Fig. 1: run 1, power grid
Scale bar: 20 µm. Pins as bars on the die edge. Tap cells in gray.
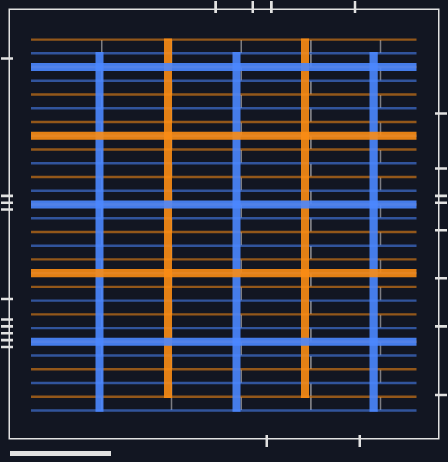
Fig. 2: run 1, placed cells, one color a class
Scale bar: 20 µm.
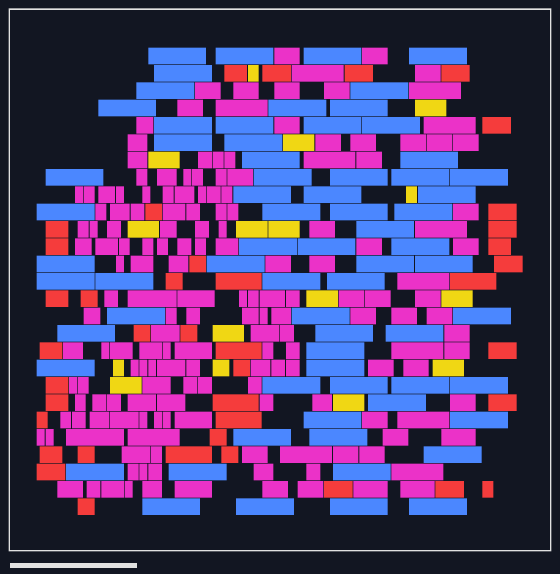
Fig. 3: run 1, clock distribution
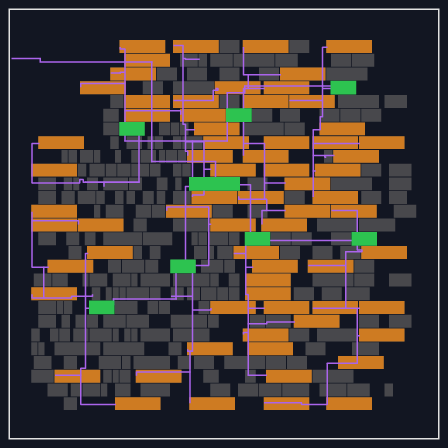
Design sobol_deser_flat, sky130hd; sources not shown.
==> flow_metrics.env, run 1 <==
# physical design summary
export IMPL_status="finished, final reports clean"
export IMPL_cts_buffers=9
export IMPL_ys_cells=253
export IMPL_r2r_slack_ns=0.10
export IMPL_cp_required_ns=1.95
export IMPL_worstPathMaxFanout=4
export IMPL_top_area_cell="dfrtp_1"
export IMPL_synth_cells=253
export IMPL_cp_start_kind="flop"
export IMPL_yosysUniqueCellTypes=46
export IMPL_use_met2=0.318
export IMPL_path_depth=5
export IMPL_hp_class="in -> async"
export IMPL_rr_worst_depth=9
export IMPL_crit_path_end_kind="output pin"
export IMPL_fp_nets=268
export IMPL_wire_per_inst_um=17.3
export IMPL_nFillCells=404
export IMPL_edf_count=0
export IMPL_grt_pass1_wl_mm=10.9
export IMPL_grt_setup_unrepaired="true"
export IMPL_grt_pass1_vias=2203
export IMPL_areaGrowthSynthToFinish_pct=17.8
export IMPL_whs_ns=0.455
export IMPL_grtUsageMet1=0.259
export IMPL_top_level_ports=24
export IMPL_ys_flop_type="dfrtp_1"
export IMPL_fmax_mhz=369
export IMPL_antenna_found_initial=0
export IMPL_port_buffers=23
export IMPL_ant_nets=0
export IMPL_grt_usage=0.195
export IMPL_seqCellArea_um2=1700
export IMPL_drt_iter0_markers=103
export IMPL_netlist_area_leader_share=0.498
export IMPL_grt_overflow=0
export IMPL_async_flop_share=1.00
export IMPL_clock_latency_ns=0.33
export IMPL_num_nets_final=303
export IMPL_cts_sinks=68
export IMPL_initCoreUtil=0.609
export IMPL_avgSynthCellArea_um2=13.5
export IMPL_numSynthFlops=68
export IMPL_grtUsageMet3=0.0589
export IMPL_pwr_density_cell_nw_per_um2=451
export IMPL_maxCapViolCount=0
export IMPL_comb_area_um2=1560
export IMPL_die_area_um2=7180
export IMPL_place_hpwl_mm=4.37
export IMPL_fin_crit_sh=0.976
export IMPL_critPathBufInv=2
export IMPL_htree_levels=3
export IMPL_tightest_slew_ns=0.489
export IMPL_ys_seq_share=0.498
export IMPL_p_leak_uw=0.00206
export IMPL_slowest_stage="dfrtp_1"
export IMPL_num_vias=2092
export IMPL_dr_pass1_iters=4
export IMPL_vias_per_cell=5.73
export IMPL_slew_headroom=0.674
export IMPL_clockBufferDepth=2
export IMPL_warning_count=31
Back to the opening pictures, Fig. 1:
- VSS: blue
- VDD: orange
- tap cells: 72
- met1 rails: 28
- rows: 27
- signal pins: 24
die width: 84.7 µm
chip height: 84.7 µm
Core Area: 5610 µm²
worst vdd ir: 326 µV

Back to the opening pictures, Fig. 2:
- remaining logic cells: magenta (cells 169; share of their area 40%)
- registers: blue (cells 68; share of their area 43%)
- clock drivers and dummy loads: yellow (cells 16; share of their area 4.8%)
- remaining buffers and delay cells: red (cells 40; share of their area 12%)
# rows: 27
Seq/total area: 0.423
Final Util: 0.718

Back to the opening pictures, Fig. 3:
- clock-net drivers: green (count 9)
- flip-flops: orange (count 68)
- clock wires: purple (length 794 µm)
- routed clock nets: 10
Fin Clk Skew: 0.00849 ns
Power Clock: 744 µW

## run 1: layout make-up
class	instances	area share
clock buffers	12	0.0410
clock inverters	4	0.00560
inverters	8	0.00746
multi-input cells	161	0.388
flip-flops and latches	68	0.423
well taps	72	0.0224
repair buffers	40	0.113
## run 1: cells in the mapped netlist, types with 2 or more instances
library cell,instances
nand4_1,7
nor2_1,5
mux2_4,3
nand2b_1,2
ha_1,8
xnor2_1,4
nor2b_1,3
xor2_1,2
and2_1,8
a21oi_1,4
mux2i_1,4
inv_1,8
nand2_1,10
buf_6,8
clkbuf_1,5
nor3b_1,2
dfrtp_1,68
o2bb2ai_1,2
o21ai_0,13
nor3_4,4
nand3_1,6
mux2_2,41
mux4_2,11
and3_1,3
## run 1: worst register-to-register path: stages (launching register included)
cell and delay, ns:
dfrtp_1 0.41, inv_2 0.07, ha_1 0.19, fa_2 0.35, xor3_2 0.40, buf_4 0.14
and4_4 0.25, nor3_4 0.24, buf_12 0.18, mux2_2 0.34
## run 1: cell families after synthesis
| logic type | after synthesis | share of synthesized area |
|---|---|---|
| XOR/XNOR | 7 | 0.0227 |
| flip-flops | 68 | 0.498 |
| AND/OR/NAND/NOR | 60 | 0.119 |
| buffers and inverters | 24 | 0.0454 |
| multiplexers | 59 | 0.233 |
| adder cells (fa/ha/maj) | 9 | 0.0352 |
| AND-OR/OR-AND | 26 | 0.0473 |
## run 1: through the flow
step	area [µm²]	power (µW)	setup TNS, ns	setup slack (ns)
5_1_grt	4020	1900	-0.0124	-0.0124
3_5_place_dp	3760	1090	0	0.0528
6_report	4020	1810	0	0.0671
4_1_cts	3950	1840	-1.39	-0.321
2_1_floorplan	3420	1050	0	0.289
3_3_place_gp	3760	1090	0	0.0986
## run 1: layer usage
layer	share of wire	wire [µm]
met3	0.051	325
met2	0.51	3220
met1	0.44	2760
met4	0.0038	24
met5	0	0
## run 1: power breakdown
group	leakage (µW)	switching (µW)	internal (µW)	total, µW
clock network	0.0000982	352	392	744
logic	0.00102	43.9	22.2	66.1
registers	0.000946	8.50	994	1000
==> inputs of run 2 (changes only) <==
--- a/config.mk
+++ b/config.mk
@@ -10,6 +10,7 @@
 export CORE_UTILIZATION = 58
 export DETAILED_ROUTE_END_ITERATION = 6
 export GPL_ROUTABILITY_DRIVEN = 0
+export GPL_TIMING_DRIVEN = 0
 export HOLD_SLACK_MARGIN = 0.03
 export PLACE_DENSITY = 0.79
 export SKIP_CTS_REPAIR_TIMING = 1
@@ -17,3 +18,4 @@
 export SYNTH_ARGS = -nofsm -noshare
 export SYNTH_HDL_FRONTEND = slang
 export SYNTH_SLANG_ARGS = --single-unit
+export TNS_END_PERCENT = 20
Fig. 4: run 2, clock distribution
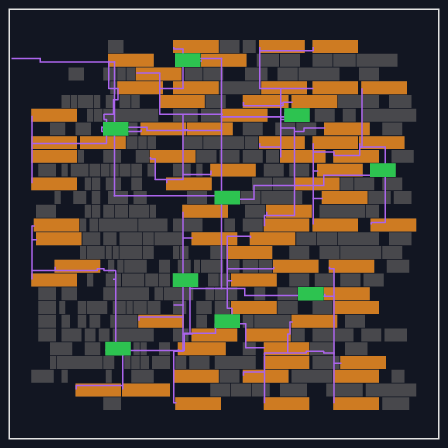
Fin Clk Skew: 0.0106 ns
Clk network pwr share: 0.465
clk_lat worst skew: 0.35 ns

==> flow_metrics.env, run 2 <==
# physical design summary
export IMPL_netlist_area_leader_share=0.498
export IMPL_cp_start_kind="flop"
export IMPL_routed_wirelength_mm=6.72
export IMPL_clockBufferDepth=2
export IMPL_top_area_cell="dfrtp_1"
export IMPL_place_hpwl_mm=4.45
export IMPL_vias_per_cell=5.67
export IMPL_path_cells="ha_2, fa_2, xor3_2, dlymetal6s2s_1"
export IMPL_grt_usage=0.202
export IMPL_finalHoldViolCount=0
export IMPL_path_depth=4
export IMPL_totalPowerFinal_uw=2000
export IMPL_cts_buffers=9
export IMPL_cp_required_ns=1.95
export IMPL_hp_class="in -> async"
export IMPL_dp_cells=347
export IMPL_warning_count=31
export IMPL_clk_pin_slew_ns=0.07
export IMPL_wire_per_inst_um=17.8
export IMPL_fin_cells=377
export IMPL_p_leak_uw=0.00213
export IMPL_tightest_slew_ns=0.422
export IMPL_fin_ws_ns=0.00353
export IMPL_edf_count=0
export IMPL_rows=27
export IMPL_fp_nets=268
export IMPL_grt_overflow=0
export IMPL_cts_tree="built"
export IMPL_synth_cells=253
export IMPL_pre_cts_ws_ns=-0.152
export IMPL_worstSetupPathType="reg -> out"
export IMPL_drive_gt1_frac=0.370
export IMPL_layout_top_cell="dfrtp_1"
export IMPL_r2r_slack_ns=0.08
export IMPL_yosysUniqueCellTypes=46
export IMPL_crit_family="adder cells"
export IMPL_post_route_min_period_ns=2.78
export IMPL_antenna_found_initial=0
export IMPL_die_area_um2=7180
export IMPL_ant_nets=0
export IMPL_ys_flop_type="dfrtp_1"
export IMPL_slowest_stage="dfrtp_2"
export IMPL_maxCapViolCount=0
export IMPL_die_h_um=84.7
export IMPL_port_buffers=21
export IMPL_slew_headroom=0.719
export IMPL_avgSynthCellArea_um2=13.5
export IMPL_comb_area_um2=1580
export IMPL_drv_slew=0
export IMPL_numSynthFlops=68
export IMPL_lay_top_cells="dfrtp_1, mux2_2, buf_4"
export IMPL_grtUsageMet3=0.0716
export IMPL_crit_arrival_ns=1.94
export IMPL_drc=0
export IMPL_slowest_delay_ns=0.47
export IMPL_dr_pass1_iters=4
export IMPL_fmax_mhz=360
export IMPL_grt_max_degree=47
export IMPL_num_nets_final=315
export IMPL_largest_reg_flops=44
export IMPL_synthTopCellsByCount="dfrtp_1, mux2_2, o21ai_0"
export IMPL_fin_crit_sh=0.999
export IMPL_busiest_layer="met2"
export IMPL_diodes=0
export IMPL_fp_coreArea_um2=5610
export IMPL_use_met2=0.322
export IMPL_drt_iter0_markers=90
export IMPL_num_vias=2138
export IMPL_top_level_ports=24
export IMPL_rr_worst_depth=8
export IMPL_synth_warnings=0
export IMPL_async_flop_share=1.00
export IMPL_htree_levels=3
export IMPL_status="finished, final reports clean"
export IMPL_cts_sinks=68
export IMPL_pwr_density_cell_nw_per_um2=479
export IMPL_syn_cell_area_um2=3420
export IMPL_ys_seq_share=0.498
export IMPL_cts_root_buf="clkbuf_8"
export IMPL_nFillCells=374
export IMPL_setup_viol_count_final=0
export IMPL_critPathBufInv=1
export IMPL_worstPathMaxFanout=6
export IMPL_grtUsageMet1=0.266
export IMPL_grt_setup_unrepaired="true"
export IMPL_areaGrowthSynthToFinish_pct=22.4
export IMPL_top_cell="dfrtp_1"
export IMPL_initCoreUtil=0.609
export IMPL_seqCellArea_um2=1700
export IMPL_die_w_um=84.7
export IMPL_yosysChipArea_um2=3420
export IMPL_grt_pass1_wl_mm=11.3
export IMPL_grt_pass1_vias=2251
export IMPL_top_cells_by_area="dfrtp_1, mux2_2, mux4_2, ha_1, buf_6"
export IMPL_ys_cells=253
export IMPL_crit_path_end_kind="output pin"
Fig. 5: run 2, power grid
Scale bar: 20 µm. Pins as bars on the die edge. Tap cells in gray.
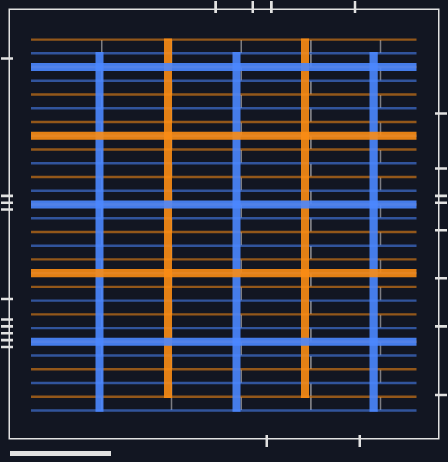
worst vdd ir: 520 µV

-- run 2: cell type report --
cell class / instances / share of cell area
clock inverter: 5 / 0.0201
tap: 72 / 0.0216
clock buffer: 11 / 0.0362
sequential: 68 / 0.408
buffer: 16 / 0.0374
multi-input combinational: 161 / 0.377
timing repair buffer: 36 / 0.0928
inverter: 8 / 0.00718
-- run 2: worst register-to-register path: cells and delay by family (launching register included) --
kind | cells | cell delay [ns]
adders and majority gates | 2 | 0.56
DFF | 1 | 0.47
and+or+nand+nor | 2 | 0.46
xor gates and xnor gates | 1 | 0.40
buffers and inverters | 2 | 0.35
muxes | 1 | 0.35
-- run 2: kinds of logic after synthesis --
group | after synthesis | share of synthesized area
buffers and inverters | 24 | 0.0454
and+or+nand+nor | 60 | 0.119
adders and majority gates | 9 | 0.0352
AOI/OAI and AO/OA | 26 | 0.0473
DFF | 68 | 0.498
xor gates and xnor gates | 7 | 0.0227
muxes | 59 | 0.233
-- run 2: metal layers --
layer	wire, µm	up-vias
met4	72	0
met3	308	7
met1	3020	1084
li1	-	1008
met2	3320	39
met5	0	-
-- run 2: metrics by stage --
stage | util | cell area [µm²] | setup TNS [ns] | hold slack, ns
CTS | 0.709 | 3980 | -6.65 | 0.376
finish | 0.745 | 4180 | 0 | 0.375
global placement | 0.663 | 3720 | -95.26 | 0.484
detailed placement | 0.667 | 3740 | -0.563 | 0.490
global route | 0.745 | 4180 | -0.155 | 0.374
floorplan | - | 3420 | 0 | 0.469
-- run 2: report_power, final --
group,internal [µW],switching [µW],total (µW)
Clock,555,376,931
Sequential,994,5.24,999
Combinational,23.8,49.3,73.1
Total,1570,431,2000
Power figures rest on the tool's default switching activity, not on a simulated workload.
